## src/rtl/memwb_pkg.sv

```systemverilog
// memwb_pkg: default widths and payload field order for the MEM/WB stage.
// Shared by memwb_pipe and memwb_skid.
package memwb_pkg;

  localparam int MEMWB_DATA_W = 8;
  localparam int MEMWB_ADDR_W = 4;
  localparam int MEMWB_PC_W   = 8;

  // Field order of the packed payload, MSB first.
  typedef struct packed {
    logic [MEMWB_ADDR_W-1:0] reg_write_addr;
    logic [MEMWB_DATA_W-1:0] mem_data;
    logic                    reg_write_en;
    logic                    mem_to_reg;
    logic [MEMWB_DATA_W-1:0] alu_out;
    logic [MEMWB_PC_W-1:0]   next_pc;
  } memwb_t;

  function automatic int memwb_pw(int dw, int aw, int pw);
    return aw + dw + 1 + 1 + dw + pw;
  endfunction

endpackage

```

## src/rtl/memwb_skid.sv

```systemverilog
// memwb_skid: two-entry valid/ready buffer over a flat vector, with flush.
// in_ready is a register; no combinational path from out_ready.
module memwb_skid #(
  parameter int W = 8
) (
  input  logic         clk,
  input  logic         rst_n,
  input  logic         flush,
  input  logic         in_valid,
  output logic         in_ready,
  input  logic [W-1:0] in_data,
  output logic         out_valid,
  input  logic         out_ready,
  output logic [W-1:0] out_data
);

  logic         out_v;
  logic         sk_v;
  logic [W-1:0] out_d;
  logic [W-1:0] sk_d;
  logic         acc;
  logic         ret;

  assign in_ready  = !sk_v;
  assign out_valid = out_v;
  assign out_data  = out_d;
  assign acc       = in_valid && !sk_v;
  assign ret       = out_v && out_ready;

  // Skid is only occupied while the output register is occupied.
  always_ff @(posedge clk or negedge rst_n) begin
    if (!rst_n) begin
      out_v <= 1'b0;
      sk_v  <= 1'b0;
      out_d <= '0;
      sk_d  <= '0;
    end else if (flush) begin
      out_v <= 1'b0;
      sk_v  <= 1'b0;
    end else begin
      unique case (1'b1)
        !out_v: begin
          if (acc) begin
            out_v <= 1'b1;
            out_d <= in_data;
          end
        end
        ret && sk_v: begin
          out_d <= sk_d;
          sk_v  <= 1'b0;
        end
        ret && !sk_v: begin
          out_v <= acc;
          if (acc) out_d <= in_data;
        end
        default: begin
          if (acc) begin
            sk_v <= 1'b1;
            sk_d <= in_data;
          end
        end
      endcase
    end
  end

endmodule

```

## src/rtl/memwb_pipe.sv

```systemverilog
// memwb_pipe: MEM/WB register with valid/ready, flush, wb select, stall count.
// MEMWB_SKID_EN adds a two-entry skid buffer (registered in_ready).
module memwb_pipe
  import memwb_pkg::*;
#(
  parameter int DATA_W = MEMWB_DATA_W,
  parameter int ADDR_W = MEMWB_ADDR_W,
  parameter int PC_W   = MEMWB_PC_W,
  parameter int CNT_W  = 16
) (
  input  logic              clk,
  input  logic              rst_n,
  input  logic              flush,
  input  logic              in_valid,
  output logic              in_ready,
  input  logic [ADDR_W-1:0] in_reg_write_addr,
  input  logic [DATA_W-1:0] in_mem_data,
  input  logic              in_reg_write_en,
  input  logic              in_mem_to_reg,
  input  logic [DATA_W-1:0] in_alu_out,
  input  logic [PC_W-1:0]   in_next_pc,
  output logic              out_valid,
  input  logic              out_ready,
  output logic [ADDR_W-1:0] out_reg_write_addr,
  output logic [DATA_W-1:0] out_mem_data,
  output logic              out_mem_to_reg,
  output logic [DATA_W-1:0] out_alu_out,
  output logic [PC_W-1:0]   out_next_pc,
  output logic              wb_en,
  output logic [DATA_W-1:0] wb_data,
  output logic [CNT_W-1:0]  stall_cnt
);

  localparam int PW = memwb_pw(DATA_W, ADDR_W, PC_W);
  localparam logic [CNT_W-1:0] CNT_MAX = '1;

  logic [PW-1:0] in_pkt;
  logic [PW-1:0] out_pkt;
  logic          out_we;

  assign in_pkt = {in_reg_write_addr, in_mem_data, in_reg_write_en,
                   in_mem_to_reg, in_alu_out, in_next_pc};

  assign {out_reg_write_addr, out_mem_data, out_we,
          out_mem_to_reg, out_alu_out, out_next_pc} = out_pkt;

`ifdef MEMWB_SKID_EN
  memwb_skid #(
    .W(PW)
  ) u_skid (
    .clk      (clk),
    .rst_n    (rst_n),
    .flush    (flush),
    .in_valid (in_valid),
    .in_ready (in_ready),
    .in_data  (in_pkt),
    .out_valid(out_valid),
    .out_ready(out_ready),
    .out_data (out_pkt)
  );
`else
  logic          out_v;
  logic [PW-1:0] out_q;

  assign in_ready  = !out_v || out_ready;
  assign out_valid = out_v;
  assign out_pkt   = out_q;

  // Single entry: load on accept, empty on retire without refill.
  always_ff @(posedge clk or negedge rst_n) begin
    if (!rst_n) begin
      out_v <= 1'b0;
      out_q <= '0;
    end else if (flush) begin
      out_v <= 1'b0;
    end else if (in_valid && in_ready) begin
      out_v <= 1'b1;
      out_q <= in_pkt;
    end else if (out_v && out_ready) begin
      out_v <= 1'b0;
    end
  end
`endif

  assign wb_en   = out_valid && out_we;
  assign wb_data = out_mem_to_reg ? out_mem_data : out_alu_out;

  // Saturating stall counter; only reset clears it.
  always_ff @(posedge clk or negedge rst_n) begin
    if (!rst_n) begin
      stall_cnt <= '0;
    end else if (out_valid && !out_ready && stall_cnt != CNT_MAX) begin
      stall_cnt <= stall_cnt + CNT_W'(1);
    end
  end

endmodule
```

## config.mk

```make
export PLATFORM = sky130hd
export DESIGN_NAME = memwb_pipe
export DESIGN_NICKNAME = d
export VERILOG_FILES = /design/src/rtl/memwb_pkg.sv /design/src/rtl/memwb_skid.sv /design/src/rtl/memwb_pipe.sv
export SDC_FILE = /design/constraint.sdc
export NUM_CORES = 1
export LEC_CHECK = 0
export CORE_UTILIZATION = 44
export CTS_BUF_LIST = sky130_fd_sc_hd__clkbuf_2
export DETAILED_ROUTE_END_ITERATION = 7
export HOLD_SLACK_MARGIN = 0.03
export PLACE_DENSITY = 0.83
export SETUP_SLACK_MARGIN = 0.2
export SLEW_MARGIN = 10
export SYNTH_ARGS = -nofsm -noshare
export SYNTH_HDL_FRONTEND = slang
export SYNTH_SLANG_ARGS = --single-unit
```

## constraint.sdc

```tcl
create_clock -name clk -period 1.7 [get_ports clk]
set_input_delay 0.255 -clock clk [delete_from_list [all_inputs] [get_ports clk]]
set_output_delay 0.255 -clock clk [all_outputs]
set_load 0.02 [all_outputs]
```

ff_map.png
Other sequential cells in the stronger gray, the rest of the logic in the fainter gray.
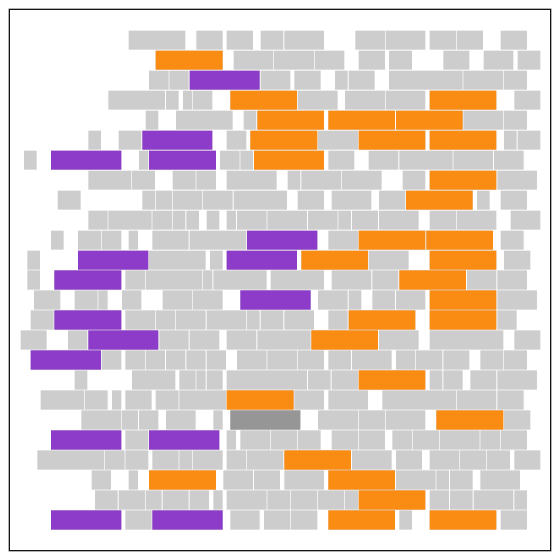
- orange: out_pkt (placed flops 30)
- purple: stall_cnt (placed flops 16)
- not colored: 1

class_map.png
Fill, decap, tap and diode cells in gray.
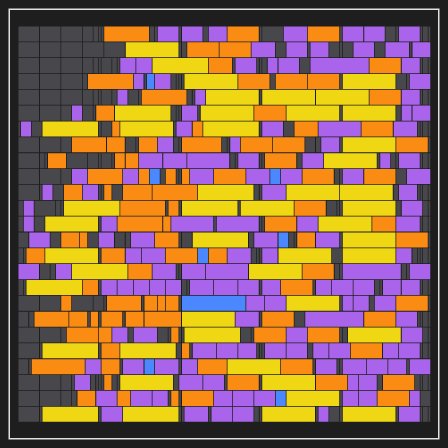
- purple: remaining buffers and delay cells (cells 145; share of their area 37%)
- orange: remaining logic cells (cells 96; share of their area 30%)
- yellow: registers (cells 47; share of their area 31%)
- blue: clock drivers and dummy loads (cells 8; share of their area 1.7%)
Post-Route Utilization: 81.0%
flip-flop and latch share of the layout cell area: 30.6%

placed.png
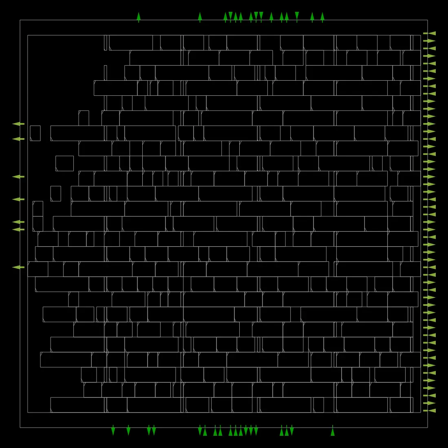
standard-cell row count: 25
Flop Count: 47

==> impl_table.tex <==
% Implementation results table
\begin{tabular}{lr}
\hline
Metric & Value \\
\hline
\multicolumn{2}{l}{\textbf{Yosys}} \\
Tally of unique sky130hd cells used after synthesis & 27 \\
Number of cells in the yosys synthesis report & 175 \\
Area share of the largest cell type after synthesis & 52.3\% \\
Library cell with the largest summed area after synthesis & dfrtp\_1 \\
Mean post-synth cell area & 12.8 um2 \\
Ao+oa area frac & 0.947\% \\
Simple-Gate Area Share & 10.5\% \\
Post-Syn Instances & 175 \\
Floorplan net count & 211 \\
Post-synthesis register bit count & 47 \\
Dominant cell by count in the synthesized netlist & dfrtp\_1 \\
Yosys Warn Count & 0 \\
Sequential element share of the synthesized area & 52.3\% \\
Yosys Chip Area & 2250 um2 \\
Xor/xnor cell area share of the yosys netlist & 5.07\% \\
Dominant combinational family & multiplexers \\
Top cells by area in the synthesized netlist & dfrtp\_1 (52\%), mux2\_2 (20\%), buf\_4 (9.4\%) \\
Post-synthesis instance area & 2250 um2 \\
Share of flip-flops with an asynchronous set or reset after synthesis & 100\% \\
\multicolumn{2}{l}{\textbf{Timing}} \\
Final Skew & 0.0241 ns \\
Fin crit period & 1.74 ns \\
Setup Viol. Count Final & 20 \\
Actual slew at the worst max-slew pin & 0.516 ns \\
Fmax achieved & 0.576 GHz \\
Worst Hold Slack & 0.315 ns \\
Setup\_tns & -0.376 ns \\
Fin crit share & 102\% \\
Final worst slack & -0.0367 ns \\
Number of pins with negative max-slew slack in the final report & 0 \\
\multicolumn{2}{l}{\textbf{Final layout}} \\
Most frequent logic cells in the routed design & mux2\_4 (37), clkdlybuf4s50\_1 (33), dfrtp\_1 (32) \\
Nets & 331 \\
Seq. cell area & 1190 um2 \\
Inserted Diodes & 0 \\
Final non-filler cell total & 363 \\
Synth-to-layout area growth & 73.6\% \\
Final instance area & 3900 um2 \\
Top logic cell by instance count in the layout & mux2\_4 \\
Comb gate area & 1140 um2 \\
\multicolumn{2}{l}{\textbf{Critical path}} \\
Crit Path Category & reg2reg \\
Setup slack, reg-to-reg & -0.04 ns \\
Worst-path fanout max & 8 \\
Startpoint of the worst register-to-register path & out\_valid \\
Endpoint required time on the critical path & 2.03 ns \\
\multicolumn{2}{l}{\textbf{Global routing}} \\
Peak-usage layer in the global routing report & met2 \\
Number of global-route vias before repair & 1820 \\
Met2 Track Usage GR & 41.8\% \\
Number of antenna violations at the first check in global routing & 0 \\
Largest net degree at the start of global routing & 28 \\
\multicolumn{2}{l}{\textbf{Drt}} \\
Routed vias/inst & 5.03 \\
Met3 wire len & 505 um \\
Count of nets left with antenna violations after detail routing & 0 \\
Uppermost layer routed & met4 \\
Drt first pass iters & 4 \\
Met2 wirelength from detailed routing & 3.66 mm \\
Violation count after the first detailed-route iteration & 83 \\
\multicolumn{2}{l}{\textbf{Clocking}} \\
Library cell used as clock root buffer & clkbuf\_2 \\
Largest buffer count on any clock path & 2 \\
TritonCTS clock tree & yes \\
Total clock sinks & 47 \\
Clock latency of the later-clocked register in the worst-skew pair & 0.42 ns \\
\multicolumn{2}{l}{\textbf{Power and ir drop}} \\
Peak ir drop on the vdd network & 0.841 mV \\
Pwr per Cell Area & 930 nW/um2 \\
Final Power & 3630 uW \\
\multicolumn{2}{l}{\textbf{Status}} \\
Failing checks & negative setup slack \\
Run status & finished, violations left \\
\multicolumn{2}{l}{\textbf{Worst hold path}} \\
Worst min-delay path category & in2async \\
\multicolumn{2}{l}{\textbf{Placement}} \\
Estimated wirelength of the detail-placed design & 3.50 mm \\
DP Cell Count & 311 \\
Port Buffers & 90 \\
RD Place Congestion & 0.746 \\
Cell area reported after detailed placement & 3150 um2 \\
\multicolumn{2}{l}{\textbf{Floorplanning}} \\
Number of I/O pins & 91 \\
Width of the die & 73.5 um \\
Die Footprint & 5400 um2 \\
Floorplan Utilization & 46.6\% \\
\multicolumn{2}{l}{\textbf{Run}} \\
Max-capacitance violation count & 0 \\
\hline
\end{tabular}
layers.png
The bar under the picture is 20 um long. Only two layers are drawn.
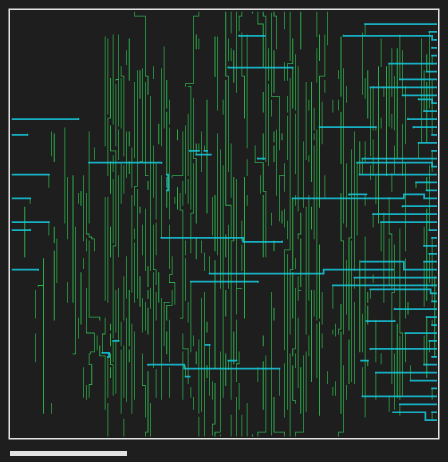
- cyan: M3 (wire length 505 um)
- green: M2 (wire length 3660 um)
GRT Overall Usage: 23.9%
routed via count: 1826

route_heat.png
The bar under the picture is 20 um long. 15 x 15 tiles, from black (low) to pale yellow (high), scaled to the fullest tile. Values are wire area over tile area, all layers added.
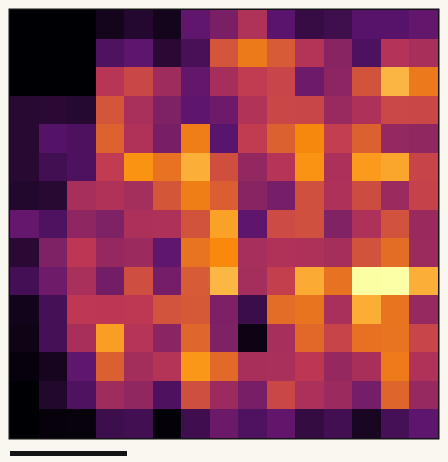
- densest ninth of the die: east
- emptiest ninth of the die: north-west
- mean over tiles: 0.21
- tiles over half the peak: 34%
- fullest tile: 0.53
- nearly empty tiles: 6.7%

-- repair_timing --
action                     in CTS  in global routing
pin swaps                      13                  9
setup endpoints to repair      98                 89
hold buffers                    1                  0
gates resized                 188                 57
hold endpoints to repair       20                  0
gates cloned                    3                  0
buffers inserted               24                 16
-- worst max path at each step --
stage	startpoint	endpoint	slack, ns	cells past startpoint
final	out_valid	out_pkt[18]	-0.04	7
after global routing	out_pkt[16]	wb_data[4]	-0.1	3
after CTS	out_pkt[16]	wb_data[4]	-0.03	3
after detailed placement	out_ready	stall_cnt[15]	-0.20	5
after global placement	out_ready	in_ready	-0.13	4
after floorplan	stall_cnt[0]	stall_cnt[1]	0.06	4
-- kinds of logic (layout without fill, tap and decap cells) --
| family | count (synthesis) | in the layout |
|---|---|---|
| simple gates | 38 | 38 |
| compound gates | 3 | 3 |
| flops | 47 | 47 |
| mux | 40 | 40 |
| xor+xnor | 13 | 13 |
| fa+ha+maj | 1 | 1 |
| buf+inv | 33 | 154 |
-- cell type report --
class / count / area share (%)
well taps: 67 / 2.15
clock inverters: 3 / 0.994
repair buffers: 145 / 36.2
clock buffers: 5 / 0.641
flip-flops and latches: 47 / 30.6
multi-input cells: 95 / 29.3
inverters: 1 / 0.0962
-- power breakdown --
| part | internal (uW) | leakage [uW] | switching [uW] |
|---|---|---|---|
| Combinational | 859 | 0.00127 | 682 |
| Clock | 242 | 0.0000404 | 356 |
| Sequential | 1310 | 0.000560 | 178 |
-- worst max-delay path, stage by stage, from the launching register on --
cell and delay (ns):
dfrtp_2 0.46, nor2b_4 0.14, buf_6 0.12, nor3b_4 0.24, buf_6 0.17, buf_12 0.11, buf_16 0.13, mux2_4 0.30
-- state kept, by name, summed over array words and instances, names as in the netlist --
name	cells
out_pkt	30
stall_cnt	16
out_valid	1
No activity file was given, so power comes from the tool's default toggle rates.
